`src/rtl/lock_session_ctrl.sv`:
```
// ---------------------------------------------------------------------------
// lock_session_ctrl
//   Session controller for a 24-bit combination lock. It collects three
//   switch bytes (byte0 first) into a candidate code and compares it with a
//   reprogrammable stored code. It also sequences the result LEDs, the
//   consecutive-failure count, the lockout and the code-programming mode.
//
// Ports
//   clk           : system clock
//   rst           : asynchronous reset, active low
//   btn_pulse     : one-cycle capture strobe from debounce
//   code_8bit     : switch byte, sampled together with btn_pulse
//   change_req    : level; a match while high enters programming mode
//   led_r / led_g : active-low result LEDs (2'b11 = off)
//   self_lock     : high while locked out
//   correct_pulse : one-cycle strobe on a match
//   false_pulse   : one-cycle strobe on a mismatch
//   byte_idx      : bytes captured so far in the current entry
//   fail_cnt      : consecutive failure count
//   prog_mode     : high while a new code is being entered
// ---------------------------------------------------------------------------
module lock_session_ctrl #(
    parameter logic [23:0] CODE_INIT      = 24'hFF00FF,
    parameter int unsigned MAX_FAIL       = 3,
    parameter int unsigned LED_CYCLES     = 25000000,
    parameter int unsigned LOCKOUT_CYCLES = 250000000,
    parameter int unsigned ENTRY_TIMEOUT  = 250000000
) (
    input  logic       clk,
    input  logic       rst,
    input  logic       btn_pulse,
    input  logic [7:0] code_8bit,
    input  logic       change_req,
    output logic [1:0] led_r,
    output logic [1:0] led_g,
    output logic       self_lock,
    output logic       correct_pulse,
    output logic       false_pulse,
    output logic [1:0] byte_idx,
    output logic [1:0] fail_cnt,
    output logic       prog_mode
);

    typedef enum logic [2:0] {
        S_IDLE, S_ENTRY, S_CHECK, S_OK, S_FAIL, S_LOCKOUT, S_PROG
    } state_t;

    // Terminal timer values: a phase of N cycles ends when the timer,
    // cleared on state entry, has counted N-1.
    localparam logic [31:0] LED_LAST  = 32'(LED_CYCLES - 1);
    localparam logic [31:0] LOCK_LAST = 32'(LOCKOUT_CYCLES - 1);
    localparam logic [31:0] TO_LAST   = 32'(ENTRY_TIMEOUT - 1);
    localparam logic [1:0]  FAIL_MAX  = 2'(MAX_FAIL);

    state_t      state_q, state_d;
    logic [31:0] timer_q, timer_d;
    logic [23:0] entry_q, entry_d;
    logic [23:0] code_q, code_d;
    logic [1:0]  byte_idx_q, byte_idx_d;
    logic [1:0]  fail_cnt_q, fail_cnt_d;
    logic [1:0]  led_r_q, led_r_d;
    logic [1:0]  led_g_q, led_g_d;
    logic        self_lock_q, self_lock_d;
    logic        correct_q, correct_d;
    logic        false_q, false_d;
    logic        prog_q, prog_d;
    // Strobe and switch byte are sampled together so the byte seen by the
    // FSM is always the one present with its strobe.
    logic        btn_q;
    logic [7:0]  sw_q;
    logic [23:0] new_entry;
    logic        restart;

    always_comb begin
        new_entry = entry_q;
        case (byte_idx_q)
            2'd0:    new_entry[7:0]   = sw_q;
            2'd1:    new_entry[15:8]  = sw_q;
            default: new_entry[23:16] = sw_q;
        endcase
    end

    always_comb begin
        state_d    = state_q;
        entry_d    = entry_q;
        code_d     = code_q;
        byte_idx_d = byte_idx_q;
        fail_cnt_d = fail_cnt_q;
        correct_d  = 1'b0;
        false_d    = 1'b0;
        restart    = 1'b0;

        case (state_q)
            S_IDLE: begin
                if (btn_q) begin
                    entry_d    = {16'h0000, sw_q};
                    byte_idx_d = 2'd1;
                    state_d    = S_ENTRY;
                end
            end
            S_ENTRY, S_PROG: begin
                // A strobe on the timeout cycle takes priority.
                if (btn_q) begin
                    entry_d = new_entry;
                    restart = 1'b1;
                    if (byte_idx_q == 2'd2) begin
                        byte_idx_d = 2'd0;
                        if (state_q == S_PROG) begin
                            code_d  = new_entry;
                            state_d = S_OK;
                        end else begin
                            state_d = S_CHECK;
                        end
                    end else begin
                        byte_idx_d = byte_idx_q + 2'd1;
                    end
                end else if (timer_q == TO_LAST) begin
                    entry_d    = '0;
                    byte_idx_d = 2'd0;
                    state_d    = S_IDLE;
                end
            end
            S_CHECK: begin
                if (entry_q == code_q) begin
                    fail_cnt_d = 2'd0;
                    correct_d  = 1'b1;
                    state_d    = change_req ? S_PROG : S_OK;
                end else begin
                    false_d = 1'b1;
                    if (fail_cnt_q < FAIL_MAX)
                        fail_cnt_d = fail_cnt_q + 2'd1;
                    state_d = (fail_cnt_d == FAIL_MAX) ? S_LOCKOUT : S_FAIL;
                end
            end
            S_OK, S_FAIL: begin
                if (timer_q == LED_LAST)
                    state_d = S_IDLE;
            end
            S_LOCKOUT: begin
                // Zero duration means the lock holds until reset.
                if (LOCKOUT_CYCLES != 0 && timer_q == LOCK_LAST) begin
                    fail_cnt_d = 2'd0;
                    state_d    = S_IDLE;
                end
            end
            default: state_d = S_IDLE;
        endcase

        // Cleared on every state change; saturates so it never wraps.
        if (state_d != state_q || restart)
            timer_d = '0;
        else if (timer_q != '1)
            timer_d = timer_q + 32'd1;
        else
            timer_d = timer_q;

        // Outputs are registered from the next state so LEDs change on the
        // same edge as the state.
        led_r_d     = (state_d == S_FAIL || state_d == S_LOCKOUT) ? 2'b00 : 2'b11;
        led_g_d     = (state_d == S_OK) ? 2'b00 : 2'b11;
        self_lock_d = (state_d == S_LOCKOUT);
        prog_d      = (state_d == S_PROG);
    end

    always_ff @(posedge clk or negedge rst) begin
        if (!rst) begin
            state_q     <= S_IDLE;
            timer_q     <= '0;
            entry_q     <= '0;
            code_q      <= CODE_INIT;
            byte_idx_q  <= 2'd0;
            fail_cnt_q  <= 2'd0;
            led_r_q     <= 2'b11;
            led_g_q     <= 2'b11;
            self_lock_q <= 1'b0;
            correct_q   <= 1'b0;
            false_q     <= 1'b0;
            prog_q      <= 1'b0;
            btn_q       <= 1'b0;
            sw_q        <= 8'h00;
        end else begin
            state_q     <= state_d;
            timer_q     <= timer_d;
            entry_q     <= entry_d;
            code_q      <= code_d;
            byte_idx_q  <= byte_idx_d;
            fail_cnt_q  <= fail_cnt_d;
            led_r_q     <= led_r_d;
            led_g_q     <= led_g_d;
            self_lock_q <= self_lock_d;
            correct_q   <= correct_d;
            false_q     <= false_d;
            prog_q      <= prog_d;
            btn_q       <= btn_pulse;
            sw_q        <= code_8bit;
        end
    end

    assign led_r         = led_r_q;
    assign led_g         = led_g_q;
    assign self_lock     = self_lock_q;
    assign correct_pulse = correct_q;
    assign false_pulse   = false_q;
    assign byte_idx      = byte_idx_q;
    assign fail_cnt      = fail_cnt_q;
    assign prog_mode     = prog_q;

endmodule
```
`config.mk`:
```
export PLATFORM = sky130hd
export DESIGN_NAME = lock_session_ctrl
export DESIGN_NICKNAME = d
export VERILOG_FILES = /design/src/rtl/lock_session_ctrl.sv
export SDC_FILE = /design/constraint.sdc
export NUM_CORES = 1
export LEC_CHECK = 0
export ABC_CLOCK_PERIOD_IN_PS = 3700
export CORE_AREA = 2 2 115 117
export CTS_BUF_LIST = sky130_fd_sc_hd__clkbuf_2
export DETAILED_ROUTE_END_ITERATION = 8
export DIE_AREA = 0 0 117 119
export GPL_ROUTABILITY_DRIVEN = 0
export HOLD_SLACK_MARGIN = 0.06
export SYNTH_ARGS = -nofsm -noshare
export SYNTH_HDL_FRONTEND = slang
export SYNTH_SLANG_ARGS = --single-unit
```
`constraint.sdc`:
```
create_clock -name clk -period 3.7 [get_ports clk]
set_input_delay 0.555 -clock clk [delete_from_list [all_inputs] [get_ports clk]]
set_output_delay 0.555 -clock clk [all_outputs]
set_load 0.005 [all_outputs]
```
### Logic cells by family

(4 px per um)
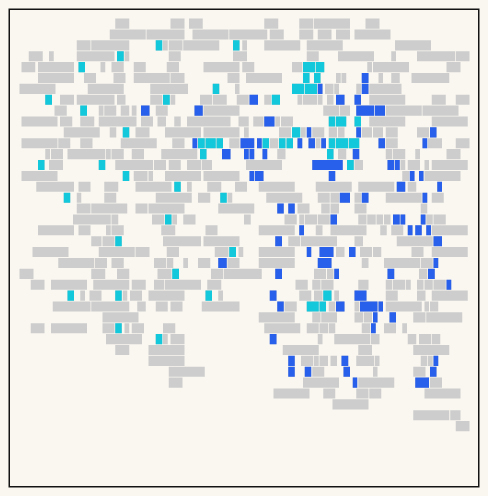
colour	family	cells
blue	NOR gates	82
cyan	inverting AOI/OAI gates	50
most frequent logic cell in the layout: dfrtp_1
final cell count without fillers: 678
Comb area share: 41.1%

### Clock nets

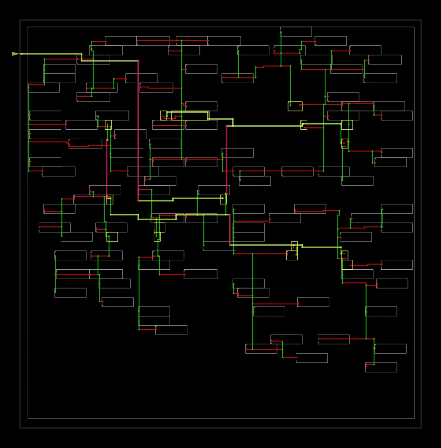
clkbuf count: 9
Setup Skew: 0.0274 ns
clk ins delay skew pair: 0.61 ns
CTS Sinks: 102
Clk. pwr: 0.587 mW

### Cell area per tile

(2 px per um) 12 x 12 tiles, from dark purple (low) to yellow (high), 0 to 100% covered.
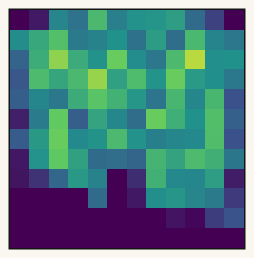
mean over tiles	38%
emptiest ninth of the die	lower left
nearly empty tiles	20%
fullest tile	89%
tiles over 75% full	5.6%
core box area: 0.0129 mm^2
Core Util at FP: 38.7%
Util after Layout: 42.9%

### Where the registers sit

(3 px per um) Other sequential cells in the stronger grey, the rest of the logic in the fainter grey.
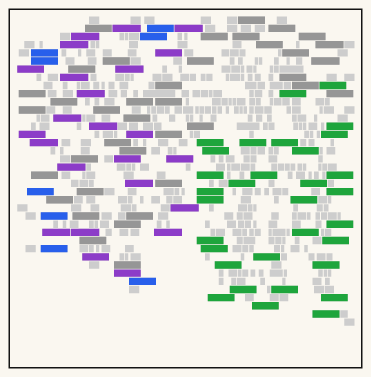
colour	signal	placed flops
blue	sw_q	8
green	timer_q	32
purple	code_q	24
Sequential Area: 0.00257 mm^2
P_seq: 1.13 mW
sequential share of cell area: 46.6%

### Wires at chosen ports, followed through buffers

(3 px per um)
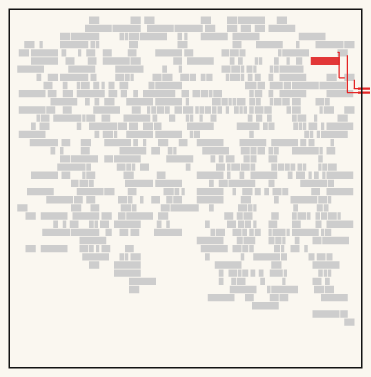
colour	port	bits	direction	edge	end cells	buffers	wire
red	led_g	2	output	right	1	2	31.6 um

==> out/metrics.csv <==
metric,value,unit
outcome,"complete, no violations",
total CTS buffers,9,
die area,0.0139,mm^2
RSZ-0062 raised after global routing,false,
Reg power frac,64.4,%
antenna violations before repair,0,
Critical Path Start Type,register,
DR vias,3590,
"Warnings, synthesis",0,
crit path launch,code_q[18],
post-route ant nets,0,
Ant. Diodes,0,
num rows,42,
worst setup margin,0.751,ns
met1 usage,22.2,%
GR peak layer,met2,
Power Dens Cells,319,mW/mm^2
Tap Cells,176,
Register-to-Register Path Depth,9,
internal power,1.31,mW
routed wire length per instance,15.8,um
r2r endpoint,timer_q[0],
Comb group,0.0398,mW
"final std cell area, no fill",0.00552,mm^2
yosys adder share,0.251,%
CTS clock-pin slew for the worst setup and hold paths,0.31,ns
P_sw,0.448,mW
Tot GR Track Use,16.4,%
Via density,5.29,
hpwl dp,7250,um
Max Cap Violations,0,
Post-CTS Setup Inserts,0,
layout cell share with drive strength beyond 1,11.0,%
Clk pwr share,33.3,%
Top cells by area,"dfrtp_1 (42%), dfstp_2 (9.5%), mux2i_1 (5.2%), xnor2_1 (4.9%), xor2_1 (4.6%)",
Yosys chip area,0.00498,mm^2
Die W,117,um
I/O Buffers,23,
Pwr top,sequential cells,
CP bufs+invs,1,
stages on the worst setup path,9,
cell taking the most area after synthesis,dfrtp_1,
drt first-iter violations,227,
Mux area share,5.68,%
Routed WL,10700,um
No activity file was given, so power comes from the tool's default toggle rates.
